File: config.mk
export PLATFORM = sky130hd
export DESIGN_NAME = mbus_read_requester_flat
export DESIGN_NICKNAME = d
export VERILOG_FILES = /design/src/rtl/mbus_read_requester_if.sv /design/src/rtl/mbus_read_requester.sv /design/src/flat_wrapper.sv
export SDC_FILE = /design/constraint.sdc
export NUM_CORES = 1
export LEC_CHECK = 0
export CORE_MARGIN = 5
export CORE_UTILIZATION = 40
export DETAILED_ROUTE_END_ITERATION = 10
export DONT_BUFFER_PORTS = 1
export GPL_ROUTABILITY_DRIVEN = 0
export HOLD_SLACK_MARGIN = 0.05
export PLACE_DENSITY = 0.5
export SYNTH_ARGS = -nofsm -noshare
export SYNTH_HDL_FRONTEND = slang
export SYNTH_SLANG_ARGS = --single-unit
File: constraint.sdc
create_clock -name clk -period 14.7 [get_ports clk]
set_input_delay 1.47 -clock clk [delete_from_list [all_inputs] [get_ports clk]]
set_output_delay 1.47 -clock clk [all_outputs]
set_load 0.02 [all_outputs]
File: src/rtl/mbus_read_requester_if.sv
// Bus bundle for the MBUS read requester.
//   master : the requester's view. It takes read requests, drives START/ADR/RQ
//            toward memory, receives ACKN/VALID/data/parity and presents
//            returned words plus error pulses to the cache-fill consumer.
//   slave  : the opposite view, used by whatever sits around the requester
//            (request source, memory phase, consumer).
// Signals:
//   reqValid/reqReady/reqAddr/reqRq     read request handshake
//   start/adr/rq                        MBUS request phase
//   ackn/inValid/dIn/parIn              memory return phase
//   wordValid/wordReady/wordData/wordAddr  returned-word stream
//   badRq/timeoutErr/parErr             status
interface mbus_read_requester_if;
  logic          reqValid;
  logic          reqReady;
  logic [14:35]  reqAddr;
  logic [0:3]    reqRq;
  logic          start;
  logic [14:35]  adr;
  logic [0:3]    rq;
  logic          ackn;
  logic          inValid;
  logic [35:0]   dIn;
  logic          parIn;
  logic          wordValid;
  logic          wordReady;
  logic [35:0]   wordData;
  logic [14:35]  wordAddr;
  logic          badRq;
  logic          timeoutErr;
  logic          parErr;

  modport master (
    input  reqValid, reqAddr, reqRq, ackn, inValid, dIn, parIn, wordReady,
    output reqReady, start, adr, rq, wordValid, wordData, wordAddr,
           badRq, timeoutErr, parErr
  );

  modport slave (
    output reqValid, reqAddr, reqRq, ackn, inValid, dIn, parIn, wordReady,
    input  reqReady, start, adr, rq, wordValid, wordData, wordAddr,
           badRq, timeoutErr, parErr
  );
endinterface

File: src/rtl/mbus_read_requester.sv
// MBOX-side MBUS read requester.
// Accepts one read request at a time and issues it as a quadword MBUS cycle
// (START held until the first ACKN, ADR/RQ held for the whole cycle). Every
// ACKN with VALID returns one word, which is buffered together with its word
// address and drained to the cache-fill consumer over a valid/ready port.
//
// Ports:
//   clk    single clock, all state on posedge
//   reset  asynchronous, active-high
//   bus    mbus_read_requester_if.master (request, MBUS, word stream, status)
//
// Parameters:
//   FIFO_DEPTH    returned-word buffer entries (power of 2, >= 4)
//   ACKN_TIMEOUT  cycles of START without ACKN before the cycle is aborted
//
// Build option:
//   MBUS_PARITY_CHECK_EN  when defined, every returned word is checked for
//                         even parity and parErr latches a mismatch until the
//                         next accepted request. When undefined parErr is 0
//                         and parIn is ignored.
module mbus_read_requester #(
  parameter int FIFO_DEPTH   = 8,
  parameter int ACKN_TIMEOUT = 64
) (
  input logic                  clk,
  input logic                  reset,
  mbus_read_requester_if.master bus
);

  localparam int DATA_W = 36;
  localparam int PTR_W  = $clog2(FIFO_DEPTH);
  localparam int CNT_W  = PTR_W + 1;
  localparam int TMO_W  = (ACKN_TIMEOUT > 2) ? $clog2(ACKN_TIMEOUT) : 1;
  localparam logic [TMO_W-1:0] TMO_LAST = TMO_W'(ACKN_TIMEOUT - 1);

  typedef enum logic [1:0] {IDLE, START, XFER} state_t;

  // Word count of a request mask; 0 marks an illegal mask. Only a
  // left-justified run of ones is a legal quadword request.
  function automatic logic [2:0] rq_words(input logic [0:3] r);
    case (r)
      4'b1000: rq_words = 3'd1;
      4'b1100: rq_words = 3'd2;
      4'b1110: rq_words = 3'd3;
      4'b1111: rq_words = 3'd4;
      default: rq_words = 3'd0;
    endcase
  endfunction

  // Even parity: a good word has parity bit equal to the XOR of its data.
  function automatic logic par_bad(input logic [DATA_W-1:0] d, input logic p);
    par_bad = (p != ^d);
  endfunction

  state_t           state;
  logic             start_q;
  logic [14:35]     adr_q;
  logic [0:3]       rq_q;
  logic [1:0]       wo_q;
  logic [2:0]       remain_q;
  logic [TMO_W-1:0] tmo_q;
  logic             bad_rq_q;
  logic             tmo_err_q;

  logic [DATA_W-1:0] mem_data [FIFO_DEPTH];
  logic [21:0]       mem_addr [FIFO_DEPTH];
  logic [PTR_W-1:0]  wr_ptr;
  logic [PTR_W-1:0]  rd_ptr;
  logic [CNT_W-1:0]  fifo_cnt;

  logic [2:0]       n_req;
  logic             rq_legal;
  logic [CNT_W-1:0] fifo_free;
  logic             req_ready;
  logic             accept;
  logic             push;
  logic             pop;
  logic             last_word;

  assign n_req     = rq_words(bus.reqRq);
  assign rq_legal  = (n_req != 3'd0);
  assign fifo_free = CNT_W'(FIFO_DEPTH) - fifo_cnt;
  // Illegal masks are always consumed in IDLE so they can be reported.
  assign req_ready = (state == IDLE) &&
                     (!rq_legal || (fifo_free >= CNT_W'(n_req)));
  assign accept    = bus.reqValid && req_ready;
  // Only ACKN carrying data moves a word; stray ACKN in IDLE is ignored.
  assign push      = (state != IDLE) && bus.ackn && bus.inValid;
  assign pop       = (fifo_cnt != '0) && bus.wordReady;
  assign last_word = (remain_q == 3'd1);

  // Request / MBUS cycle control
  always_ff @(posedge clk or posedge reset) begin
    if (reset) begin
      state     <= IDLE;
      start_q   <= 1'b0;
      adr_q     <= '0;
      rq_q      <= '0;
      wo_q      <= '0;
      remain_q  <= '0;
      tmo_q     <= '0;
      bad_rq_q  <= 1'b0;
      tmo_err_q <= 1'b0;
    end else begin
      bad_rq_q  <= 1'b0;
      tmo_err_q <= 1'b0;
      case (state)
        IDLE: begin
          if (accept) begin
            if (rq_legal) begin
              adr_q    <= bus.reqAddr;
              rq_q     <= bus.reqRq;
              wo_q     <= bus.reqAddr[34:35];
              remain_q <= n_req;
              tmo_q    <= '0;
              start_q  <= 1'b1;
              state    <= START;
            end else begin
              bad_rq_q <= 1'b1;
            end
          end
        end
        START: begin
          if (bus.ackn) begin
            // First ACKN ends the START phase; with data it is also word 0.
            start_q <= 1'b0;
            state   <= XFER;
            if (bus.inValid) begin
              wo_q     <= wo_q + 2'd1;
              remain_q <= remain_q - 3'd1;
              if (last_word) state <= IDLE;
            end
          end else if (tmo_q == TMO_LAST) begin
            start_q   <= 1'b0;
            tmo_err_q <= 1'b1;
            state     <= IDLE;
          end else begin
            tmo_q <= tmo_q + 1'b1;
          end
        end
        XFER: begin
          if (bus.ackn && bus.inValid) begin
            // Word offset wraps inside the quadword.
            wo_q     <= wo_q + 2'd1;
            remain_q <= remain_q - 3'd1;
            if (last_word) state <= IDLE;
          end
        end
        default: state <= IDLE;
      endcase
    end
  end

  // Returned-word buffer: control
  always_ff @(posedge clk or posedge reset) begin
    if (reset) begin
      wr_ptr   <= '0;
      rd_ptr   <= '0;
      fifo_cnt <= '0;
    end else begin
      if (push) wr_ptr <= wr_ptr + 1'b1;
      if (pop)  rd_ptr <= rd_ptr + 1'b1;
      case ({push, pop})
        2'b10:   fifo_cnt <= fifo_cnt + 1'b1;
        2'b01:   fifo_cnt <= fifo_cnt - 1'b1;
        default: fifo_cnt <= fifo_cnt;
      endcase
    end
  end

  // Returned-word buffer: storage (contents are don't-care until counted)
  always_ff @(posedge clk) begin
    if (push) begin
      mem_data[wr_ptr] <= bus.dIn;
      mem_addr[wr_ptr] <= {adr_q[14:33], wo_q};
    end
  end

`ifdef MBUS_PARITY_CHECK_EN
  logic par_err_q;

  always_ff @(posedge clk or posedge reset) begin
    if (reset) begin
      par_err_q <= 1'b0;
    end else if (accept) begin
      par_err_q <= 1'b0;
    end else if (push && par_bad(bus.dIn, bus.parIn)) begin
      par_err_q <= 1'b1;
    end
  end

  assign bus.parErr = par_err_q;
`else
  assign bus.parErr = 1'b0;
`endif

  assign bus.reqReady   = req_ready;
  assign bus.start      = start_q;
  assign bus.adr        = adr_q;
  assign bus.rq         = rq_q;
  assign bus.wordValid  = (fifo_cnt != '0);
  assign bus.wordData   = mem_data[rd_ptr];
  assign bus.wordAddr   = mem_addr[rd_ptr];
  assign bus.badRq      = bad_rq_q;
  assign bus.timeoutErr = tmo_err_q;

endmodule

File: src/flat_wrapper.sv
// flat-port wrapper written by rule: the top's interface ports become plain ports
module mbus_read_requester_flat 
#(
  parameter int FIFO_DEPTH   = 8,
  parameter int ACKN_TIMEOUT = 64
)
  (clk, reset, bus_reqValid, bus_reqAddr, bus_reqRq, bus_ackn, bus_inValid, bus_dIn, bus_parIn, bus_wordReady, bus_reqReady, bus_start, bus_adr, bus_rq, bus_wordValid, bus_wordData, bus_wordAddr, bus_badRq, bus_timeoutErr, bus_parErr);
  mbus_read_requester_if bus_i ();
  input logic clk;
  input logic reset;
  input wire logic [$bits(bus_i.reqValid)-1:0] bus_reqValid;
  input wire logic [$bits(bus_i.reqAddr)-1:0] bus_reqAddr;
  input wire logic [$bits(bus_i.reqRq)-1:0] bus_reqRq;
  input wire logic [$bits(bus_i.ackn)-1:0] bus_ackn;
  input wire logic [$bits(bus_i.inValid)-1:0] bus_inValid;
  input wire logic [$bits(bus_i.dIn)-1:0] bus_dIn;
  input wire logic [$bits(bus_i.parIn)-1:0] bus_parIn;
  input wire logic [$bits(bus_i.wordReady)-1:0] bus_wordReady;
  output wire logic [$bits(bus_i.reqReady)-1:0] bus_reqReady;
  output wire logic [$bits(bus_i.start)-1:0] bus_start;
  output wire logic [$bits(bus_i.adr)-1:0] bus_adr;
  output wire logic [$bits(bus_i.rq)-1:0] bus_rq;
  output wire logic [$bits(bus_i.wordValid)-1:0] bus_wordValid;
  output wire logic [$bits(bus_i.wordData)-1:0] bus_wordData;
  output wire logic [$bits(bus_i.wordAddr)-1:0] bus_wordAddr;
  output wire logic [$bits(bus_i.badRq)-1:0] bus_badRq;
  output wire logic [$bits(bus_i.timeoutErr)-1:0] bus_timeoutErr;
  output wire logic [$bits(bus_i.parErr)-1:0] bus_parErr;
  assign bus_i.reqValid = bus_reqValid;
  assign bus_i.reqAddr = bus_reqAddr;
  assign bus_i.reqRq = bus_reqRq;
  assign bus_i.ackn = bus_ackn;
  assign bus_i.inValid = bus_inValid;
  assign bus_i.dIn = bus_dIn;
  assign bus_i.parIn = bus_parIn;
  assign bus_i.wordReady = bus_wordReady;
  assign bus_reqReady = bus_i.reqReady;
  assign bus_start = bus_i.start;
  assign bus_adr = bus_i.adr;
  assign bus_rq = bus_i.rq;
  assign bus_wordValid = bus_i.wordValid;
  assign bus_wordData = bus_i.wordData;
  assign bus_wordAddr = bus_i.wordAddr;
  assign bus_badRq = bus_i.badRq;
  assign bus_timeoutErr = bus_i.timeoutErr;
  assign bus_parErr = bus_i.parErr;
  mbus_read_requester #(.FIFO_DEPTH(FIFO_DEPTH), .ACKN_TIMEOUT(ACKN_TIMEOUT)) u_core (.clk(clk), .reset(reset), .bus(bus_i));
endmodule
### Placed standard cells, run 1

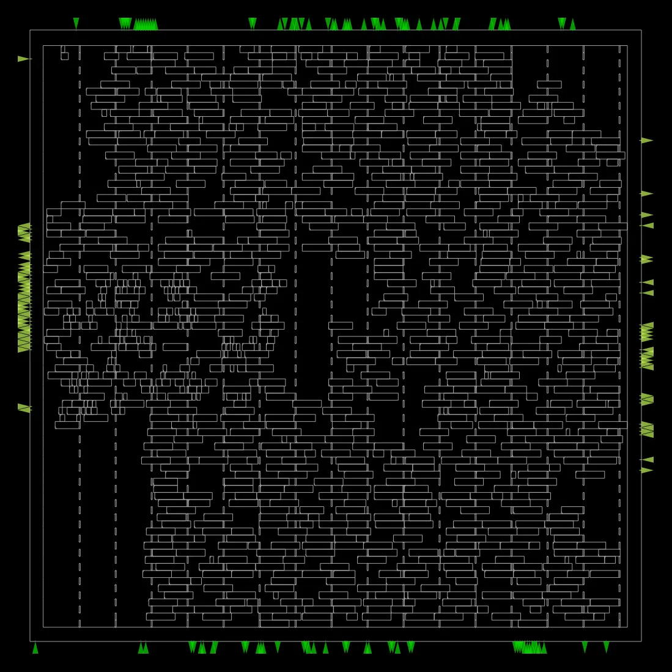
row count: 82
total of fill cells in the finished design: 4,247

### Nets reached from selected ports, run 1

Drawn at 2 px/um.
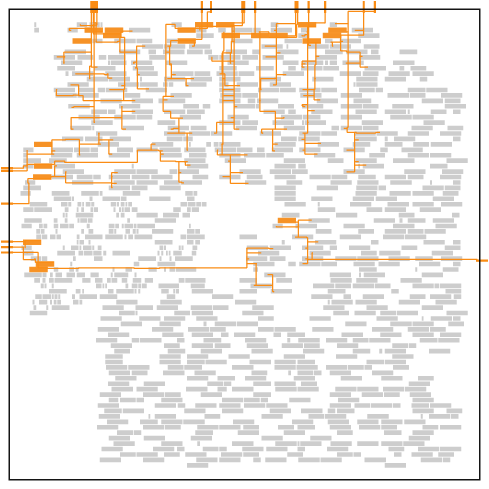
[bus_adr] orange | bits: 22 | direction: output | edge: 15 north, 6 west, 1 east | end cells: 22 | wire: 2,330 um

### Metal layers overlaid, run 1

Drawn at 1.5 px/um. Two of the layers only.
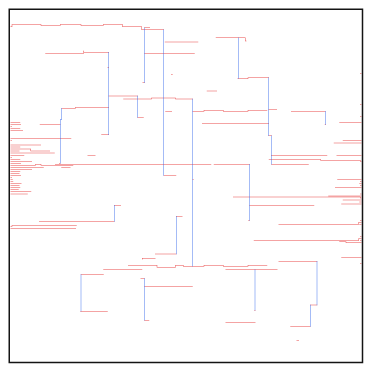
[met4] blue | wire length: 643 um
[met3] red | wire length: 2,030 um

run 1: worst reg2reg max path, stage by stage (launching register included):
cell	delay (ns)
sky130_fd_sc_hd__dfrtp_1	0.38
sky130_fd_sc_hd__inv_1	0.08
sky130_fd_sc_hd__ha_1	0.34
sky130_fd_sc_hd__or3_1	0.57
sky130_fd_sc_hd__nor2_4	0.72
sky130_fd_sc_hd__buf_4	0.70
run 1: flip-flops by register name, summed over array words and instances, names as in the netlist:
name / count
u_core.mem_data: 288
u_core.mem_addr: 176
u_core.bus.adr: 22
u_core.tmo_q: 6
u_core.bus.rq: 4
u_core.fifo_cnt: 4
u_core.rd_ptr: 3
u_core.remain_q: 3
u_core.wr_ptr: 3
u_core.state: 2
u_core.wo_q: 2
u_core.bus.badRq: 1
u_core.bus.start: 1
u_core.bus.timeoutErr: 1
==> metrics.cfg, run 1 <==
[outcome]
outcome = complete, no violations

[power_and_ir_drop]
power_mw = 4.526
top_power_group = registers
pwr-share-seq_pct = 46.0
combinationalPowerShare_pct = 26.3
power_switching_share_pct = 31.78
irDropWorstVdd_v = 0.0001471

[routing]
met3_wirelength_mm = 2.034
final_antenna_net_count = 0
detail_route.iter0.violations = 507
drtPass1Iterations = 4

[min_path]
min_delay_worst_endpoint = u_core.remain_q[2]
min_delay_path_depth = 1

[worst_setup_path]
setup.worst_path.start_class = register
timing.setup.critical_path_class = reg2out
crit-reg2reg-launch = u_core.state[0]
worst-r2r-cell-count = 5
crit_required_ns = 13.23
cp_num_buf_inv = 1

[floorplanning]
core_area_um2 = 49970
chip_area_um2 = 54970
ioPinCount = 159

[final_timing]
fin_worst_hold_slack_ns = 0.5064
unrepaired_setup_endpoints_after_global_routing = false
final-setup-viol-count = 0
final_total_negative_setup_slack_ns = 0

[cells_and_area]
n_antenna_cell = 0
n_multi_input_combinational_cell = 352
non_clock_buffer_area_share_pct = 0.5535
nonClockBufferCount = 15

[grt]
global_route.peak_usage_layer = met2
grt_max_degree = 89

[synth]
synthCells = 923
number_of_enable_type_register_cells_in_the_synthesized_netlist = 464
synth_adder_area_share_pct = 1.093
aoi_share_pct = 1.329
ys_seq_share_pct = 75.59

### Wire density map, run 1

Drawn at 1.5 px/um. 23 x 23 tiles, from dark blue (low) to red (high), scaled to the fullest tile. Values are wire area over tile area, all layers added.
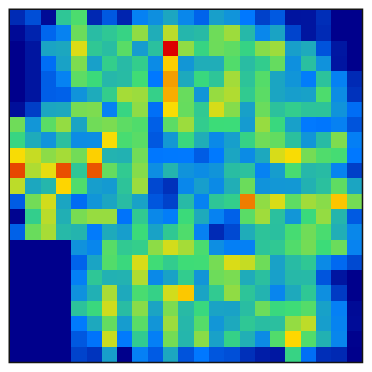

==> inputs of run 2 (changes only) <==
- clock period: 14.7 -> 4.6 ns (I/O delays scaled with it)
### Wire density map, run 2

Drawn at 1.5 px/um. 23 x 23 tiles, from dark blue (low) to red (high), scaled to the fullest tile. Values are wire area over tile area, all layers added.
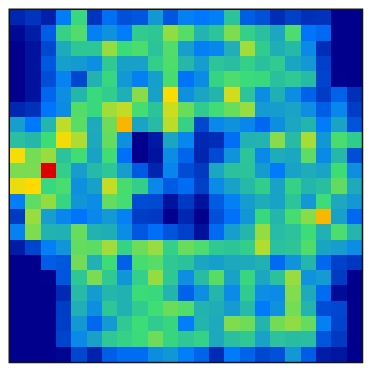
nearly empty tiles: 8.7%
tiles over half the peak: 18%
densest ninth of the die: west
mean over tiles: 0.12
total number of vias: 9,070
routed length per placed instance: 23.93 um

### Register map, names as in the netlist, run 2

Drawn at 2 px/um.
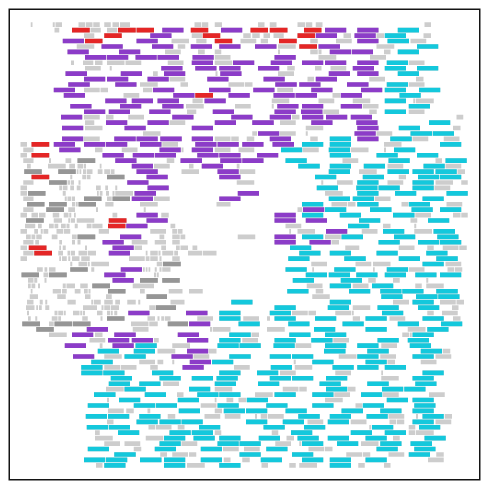
[u_core.mem_data] cyan | sequential cells: 288
[u_core.mem_addr] purple | sequential cells: 176
[u_core.bus.adr] red | sequential cells: 22
not coloured: 30
utilization after layout: 46.82%
sequential cell area: 15,250 um^2
sequential fraction of total cell area: 65.17%
sequential cell power: 6.58 mW

==> run 2 against run 1 <==
Net effect:
- first-iteration DRC count increased by 28%
- register-to-register slack lost 9.8 ns
- combinational power grew to 3.3 times the previous value
- wire length rose by 1.8%
- sequential share of layout area is 2.3 points lower
- critical endpoint is now bus_wordAddr[2]
- largest power group unchanged
==> metrics.cfg, run 2 <==
[grt]
grtUsageMet2_pct = 25.03
global_route.overflow_total = 0
grt_max_degree = 63  ; -29%
grt_first_pass_wirelength_mm = 62.77
global_route.peak_usage_layer = met2

[routing]
final_antenna_net_count = 0  ; unchanged
detail_route.iter0.violations = 648  ; +28%
met3_wirelength_mm = 2.116  ; +4.0%
drtPass1Iterations = 6  ; +2

[synth]
aoi_share_pct = 1.329  ; unchanged
number_of_enable_type_register_cells_in_the_synthesized_netlist = 464  ; unchanged
ys_seq_share_pct = 75.59  ; unchanged
synth_adder_area_share_pct = 1.093  ; unchanged
synthCells = 923  ; unchanged

[worst_setup_path]
worst-r2r-cell-count = 9  ; +4
setup.worst_path.start_class = register
cp_num_buf_inv = 1  ; unchanged
crit_required_ns = 4.14  ; -9.09 ns
crit-reg2reg-launch = u_core.fifo_cnt[0]

[floorplanning]
core_area_um2 = 49970  ; unchanged
ioPinCount = 159  ; unchanged
placementRows = 82  ; unchanged
chip_area_um2 = 54970  ; unchanged

[final_timing]
final_total_negative_setup_slack_ns = 0  ; unchanged
final-setup-viol-count = 0  ; unchanged
fin_worst_hold_slack_ns = 0.1003  ; -0.4062 ns
final-hold-violation-count = 0

[outcome]
outcome = complete, no violations

[place]
placed_cells = 1577

[power_and_ir_drop]
irDropWorstVdd_v = 0.0002929  ; +99%
combinationalPowerShare_pct = 27.3  ; +1.0 points
power_switching_share_pct = 31.80  ; about the same
power_mw = 14.56  ; +220%
top_power_group = registers
pwr-share-seq_pct = 45.2  ; -0.8 points

[cells_and_area]
largest_reg_flops = 288  ; unchanged
regMostFlops = u_core.mem_data

[min_path]
min_delay_worst_endpoint = u_core.rd_ptr[0]
min_delay_path_depth = 2  ; +1

-- run 2: cell counts after synthesis --
No cell type changed its count.
-- run 2: how the worst max path moves through the flow --
stage	from	end	slack (ns)
after global routing	u_core.rd_ptr[0]	bus_wordAddr[2]	1.27
after detailed placement	bus_reqRq[1]	u_core.bus.adr[21]	1.19
final	u_core.rd_ptr[0]	bus_wordAddr[2]	1.47
after CTS	u_core.rd_ptr[0]	bus_wordAddr[2]	1.36
after global placement	bus_reqRq[1]	u_core.bus.adr[19]	1.22
after floorplan	u_core.state[0]	u_core.mem_addr[6][0]	0.45
-- run 2: final cells by class --
class,instances,area [um^2]
fill,4154,26570
inverter,14,52.55
clock buffer,76,1485
timing repair buffer,88,910.9
sequential,516,15250
antenna,1,2.502
tap,672,840.8
multi-input combinational,352,4722
clock inverter,23,135.1
Power figures rest on the tool's default switching activity, not on a simulated workload.
